File: config.mk
export PLATFORM = sky130hd
export DESIGN_NAME = seg7_scan_driver
export DESIGN_NICKNAME = d
export VERILOG_FILES = /design/src/rtl/seg7_scan_driver_pkg.sv /design/src/rtl/seg7_hex_decoder.sv /design/src/rtl/seg7_scan_driver.sv
export SDC_FILE = /design/constraint.sdc
export NUM_CORES = 1
export LEC_CHECK = 0
export CAP_MARGIN = 15
export CORE_MARGIN = 2
export CORE_UTILIZATION = 30
export DETAILED_ROUTE_END_ITERATION = 8
export GPL_TIMING_DRIVEN = 1
export RECOVER_POWER = 50
export SLEW_MARGIN = 20
export SYNTH_ARGS = -nofsm -noshare
export SYNTH_HDL_FRONTEND = slang
export SYNTH_HIERARCHICAL = 1
export SYNTH_SLANG_ARGS = --single-unit
File: constraint.sdc
create_clock -name CLK -period 3 [get_ports CLK]
set_input_delay 0.45 -clock CLK [delete_from_list [all_inputs] [get_ports CLK]]
set_output_delay 0.45 -clock CLK [all_outputs]
set_load 0.02 [all_outputs]
File: src/rtl/seg7_scan_driver_pkg.sv
// Shared constants for the seven-segment scan driver: active-low hex patterns {DP,G..A}
// and the blank/idle levels for anodes and cathodes.
package seg7_scan_driver_pkg;

  localparam int NUM_DIGITS         = 4;
  localparam int SUBSLOTS_PER_DIGIT = 8;

  localparam logic [7:0] SEG_OFF    = 8'hFF;
  localparam logic [3:0] ANODES_OFF = 4'b1111;

  localparam logic [7:0] SEG_HEX_0 = 8'hC0;
  localparam logic [7:0] SEG_HEX_1 = 8'hF9;
  localparam logic [7:0] SEG_HEX_2 = 8'hA4;
  localparam logic [7:0] SEG_HEX_3 = 8'hB0;
  localparam logic [7:0] SEG_HEX_4 = 8'h99;
  localparam logic [7:0] SEG_HEX_5 = 8'h92;
  localparam logic [7:0] SEG_HEX_6 = 8'h82;
  localparam logic [7:0] SEG_HEX_7 = 8'hF8;
  localparam logic [7:0] SEG_HEX_8 = 8'h80;
  localparam logic [7:0] SEG_HEX_9 = 8'h90;
  localparam logic [7:0] SEG_HEX_A = 8'h88;
  localparam logic [7:0] SEG_HEX_B = 8'h83;
  localparam logic [7:0] SEG_HEX_C = 8'hC6;
  localparam logic [7:0] SEG_HEX_D = 8'hA1;
  localparam logic [7:0] SEG_HEX_E = 8'h86;
  localparam logic [7:0] SEG_HEX_F = 8'h8E;

endpackage

File: src/rtl/seg7_hex_decoder.sv
// Hex nibble to active-low segments G..A; a blanked digit drives all segments off.
// Latency: combinational; no backpressure.
module seg7_hex_decoder
  import seg7_scan_driver_pkg::*;
(
  input  logic [3:0] value,
  input  logic       blank,
  output logic [6:0] seg
);

  always_comb begin
    seg = SEG_OFF[6:0];
    if (!blank) begin
      case (value)
        4'h0: seg = SEG_HEX_0[6:0];
        4'h1: seg = SEG_HEX_1[6:0];
        4'h2: seg = SEG_HEX_2[6:0];
        4'h3: seg = SEG_HEX_3[6:0];
        4'h4: seg = SEG_HEX_4[6:0];
        4'h5: seg = SEG_HEX_5[6:0];
        4'h6: seg = SEG_HEX_6[6:0];
        4'h7: seg = SEG_HEX_7[6:0];
        4'h8: seg = SEG_HEX_8[6:0];
        4'h9: seg = SEG_HEX_9[6:0];
        4'hA: seg = SEG_HEX_A[6:0];
        4'hB: seg = SEG_HEX_B[6:0];
        4'hC: seg = SEG_HEX_C[6:0];
        4'hD: seg = SEG_HEX_D[6:0];
        4'hE: seg = SEG_HEX_E[6:0];
        default: seg = SEG_HEX_F[6:0];
      endcase
    end
  end

endmodule

File: src/rtl/seg7_scan_driver.sv
// Time-multiplexed common-anode 4-digit driver with frame snapshot, leading-zero blanking and PWM.
// Latency: outputs registered one cycle after counter state; free-running, no backpressure.
module seg7_scan_driver
  import seg7_scan_driver_pkg::*;
#(
  parameter int SUBSLOT_CYCLES = 3125
) (
  input  logic       CLK,
  input  logic       RESET,
  input  logic [3:0] DIGIT0,
  input  logic [3:0] DIGIT1,
  input  logic [3:0] DIGIT2,
  input  logic [3:0] DIGIT3,
  input  logic [3:0] DP_MASK,
  input  logic       BLANK_EN,
  input  logic [2:0] BRIGHTNESS,
  output logic [3:0] SEG_SELECT,
  output logic [7:0] LED_OUT,
  output logic       FRAME_START
);

  localparam int SC_W = (SUBSLOT_CYCLES > 1) ? $clog2(SUBSLOT_CYCLES) : 1;
  localparam logic [SC_W-1:0] SC_LAST = SC_W'(SUBSLOT_CYCLES - 1);
  localparam logic [2:0] SUB_LAST = 3'(SUBSLOTS_PER_DIGIT - 1);

  logic [SC_W-1:0]  sub_cnt;
  logic [2:0]       sub_idx;
  logic [1:0]       dig_idx;

  logic [3:0][3:0]  sh_digits;
  logic [3:0]       sh_dp;
  logic             sh_blank_en;
  logic [2:0]       sh_bright;

  logic             snap;
  logic [3:0][3:0]  nx_digits;
  logic [3:0]       nx_dp;
  logic             nx_blank_en;
  logic [2:0]       nx_bright;
  logic [3:0]       blank;
  logic             lit;
  logic [3:0]       anode_on;
  logic [6:0]       seg;

  assign snap = (sub_cnt == '0) && (sub_idx == 3'd0) && (dig_idx == 2'd0);

  // A capture on this edge must already be visible in the outputs registered on this edge.
  assign nx_digits   = snap ? {DIGIT3, DIGIT2, DIGIT1, DIGIT0} : sh_digits;
  assign nx_dp       = snap ? DP_MASK    : sh_dp;
  assign nx_blank_en = snap ? BLANK_EN   : sh_blank_en;
  assign nx_bright   = snap ? BRIGHTNESS : sh_bright;

  always_comb begin
    blank    = '0;
    blank[3] = nx_blank_en && (nx_digits[3] == 4'h0);
    blank[2] = blank[3] && (nx_digits[2] == 4'h0);
    blank[1] = blank[2] && (nx_digits[1] == 4'h0);
  end

  assign lit      = (sub_idx <= nx_bright);
  assign anode_on = ~(4'b0001 << dig_idx);

  seg7_hex_decoder u_decoder (
    .value (nx_digits[dig_idx]),
    .blank (blank[dig_idx]),
    .seg   (seg)
  );

  always_ff @(posedge CLK) begin
    if (!RESET) begin
      sub_cnt     <= '0;
      sub_idx     <= '0;
      dig_idx     <= '0;
      sh_digits   <= '0;
      sh_dp       <= '0;
      sh_blank_en <= 1'b0;
      sh_bright   <= '0;
      SEG_SELECT  <= ANODES_OFF;
      LED_OUT     <= SEG_OFF;
      FRAME_START <= 1'b0;
    end else begin
      if (sub_cnt == SC_LAST) begin
        sub_cnt <= '0;
        if (sub_idx == SUB_LAST) begin
          sub_idx <= '0;
          dig_idx <= dig_idx + 2'd1;
        end else begin
          sub_idx <= sub_idx + 3'd1;
        end
      end else begin
        sub_cnt <= sub_cnt + 1'b1;
      end

      if (snap) begin
        sh_digits   <= nx_digits;
        sh_dp       <= nx_dp;
        sh_blank_en <= nx_blank_en;
        sh_bright   <= nx_bright;
      end

      FRAME_START <= snap;
      SEG_SELECT  <= lit ? anode_on : ANODES_OFF;
      LED_OUT     <= lit ? {~nx_dp[dig_idx], seg} : SEG_OFF;
    end
  end

endmodule

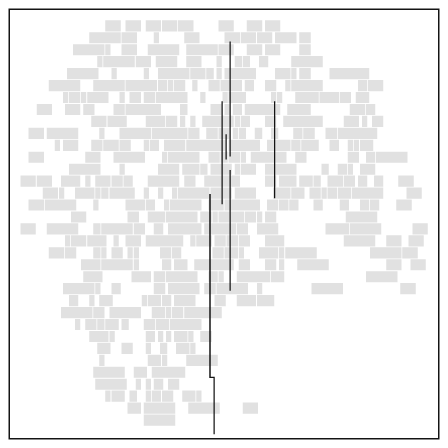
(images/m4.png)
Cells faint in the background.
longest straight run: 41.6 um
nets with wire on the layer: 6
share of all routed wire: 2.4%
main direction: vertical
Vias: 2317
Total Wirelength: 6.68 mm

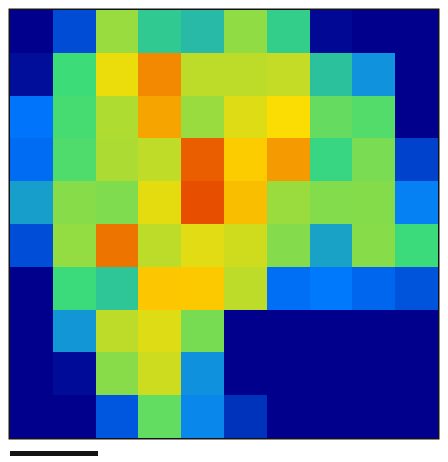
(images/util_map.png)
The bar under the picture is 20 um long. The die is cut into 10 by 10 equal tiles; dark blue is low, red is high, 0 to 100% covered.
fullest tile: 91%
tiles over 75% full: 10%
emptiest ninth of the die: south-east
mean over tiles: 40%
densest ninth of the die: centre

==> impl_metrics.ini <==
; implementation run metrics
[synthesis]
synthesis.nets = 325
synth_seq_share_pct = 41.3
yosys_warnings = 6
async_reset_ff_share_pct = 0
yosysChipArea_um2 = 2620

[power_and_ir_drop]
internal_power_uw = 1290
p_leak_uw = 0.00164

[sta]
finalSetupViolCount = 4
setup_ws_ns = -0.0914
worst_pin_slew_ns = 0.421
finalCritPeriodShare_pct = 103

[die]
die_y_um = 97.5
dieWidth_um = 97.5

[grt]
track_usage_pct = 13.9

[clock_tree]
cts_buffers = 5
cts_tree = built

[routing]
drt_iter0_drc = 123
ant_nets = 0

[setup_path]
cp.arrival_ns = 3.31

[run_status]
outcome = complete, but fails checks
failed_checks = setup timing

[cells_and_area]
stdcell_area_um2 = 3880
worst register-to-register path, stage by stage, from the launching register on:
cell     delay [ns]
dfxtp_2        0.36
inv_4          0.06
ha_4           0.12
nor4b_4        0.24
and4_4         0.33
buf_12         0.15
mux2i_2        0.24
nand2_1        0.09
and3_4         0.23
inv_4          0.08
ha_4           0.19
or2_1          0.24
a311o_1        0.35
or3_1          0.33
state kept, by name, indices dropped and copies added, names as in the netlist:
name,flops
FRAME_START,1
SEG_SELECT,4
sh_bright,3
sub_cnt,12
sh_digits,16
sh_dp,4
LED_OUT,8
dig_idx,2
sub_idx,3
sh_blank_en,1
cells in the mapped netlist (3+ instances only):
cell type   n
mux2i_1    28
buf_6       3
nor2b_1     5
xnor2_1     5
dfxtp_1    54
inv_1      11
a21oi_1     4
nand3_1     9
nor2_1     47
clkbuf_1    3
and3_1      7
ha_1       19
nor3_1      5
nand4_1     5
nor4_1      6
and4_1      3
or3_1       7
a22oi_1     5
a32oi_1     3
xor2_1      6
nand2_1    20
metrics by stage:
stage | worst slack (ns) | hold slack [ns] | std cells
2_1_floorplan | -0.0153 | 0.437 | 280
3_3_place_gp | -0.118 | 0.449 | 459
3_5_place_dp | -0.192 | 0.475 | 459
4_1_cts | -0.0923 | 0.491 | 479
5_1_grt | -0.216 | 0.507 | 484
6_report | -0.0914 | 0.491 | 484
metal layers:
layer	vias up	track usage, %	routed length [um]
met3	14	3.02	274
met5	-	0	0
met1	1081	17.3	3030
met2	58	23.4	3220
li1	1164	-	-
met4	0	5.13	158
path summary, 6_finish.rpt:
path | cells after the start | slack (ns) | end | from
worst max-delay path | 13 | -0.09 | LED_OUT[1] | dig_idx[1]
worst min-delay path | 2 | 0.49 | sh_blank_en | sh_blank_en
worst max register to register | 13 | -0.09 | LED_OUT[1] | dig_idx[1]
worst min register to register | 2 | 0.49 | sh_blank_en | sh_blank_en
cell type report:
cell class	count	area share (%)
Multi-Input combinational cell	204	42.3
Tap cell	108	3.48
Inverter	13	1.58
Timing Repair Buffer	97	22.3
Clock buffer	5	1.77
Clock inverter	3	0.741
Sequential cell	54	27.9
cell families (layout without fill, tap and decap cells):
group,after synthesis,in the layout
flip-flops,54,54
buffers and inverters,22,118
adder cells (fa/ha/maj),19,19
XOR/XNOR,11,11
AND-OR/OR-AND,19,19
multiplexers,30,30
AND/OR/NAND/NOR,125,125
what timing repair did:
item,in CTS,in global routing
setup endpoints to repair,12,12
gates cloned,1,1
hold buffers,0,0
gates resized,16,26
pin swaps,6,13
setup buffers,11,6
power by group through the flow:
| stage | Clock, uW | Combinational [uW] | Sequential (uW) |
|---|---|---|---|
| CTS | 458 | 553 | 798 |
| detailed placement | 0 | 490 | 814 |
| global placement | 0 | 480 | 813 |
| global route | 485 | 663 | 808 |
| finish | 444 | 615 | 802 |
| floorplan | 0 | 257 | 842 |
Power and IR drop assume default switching activity.
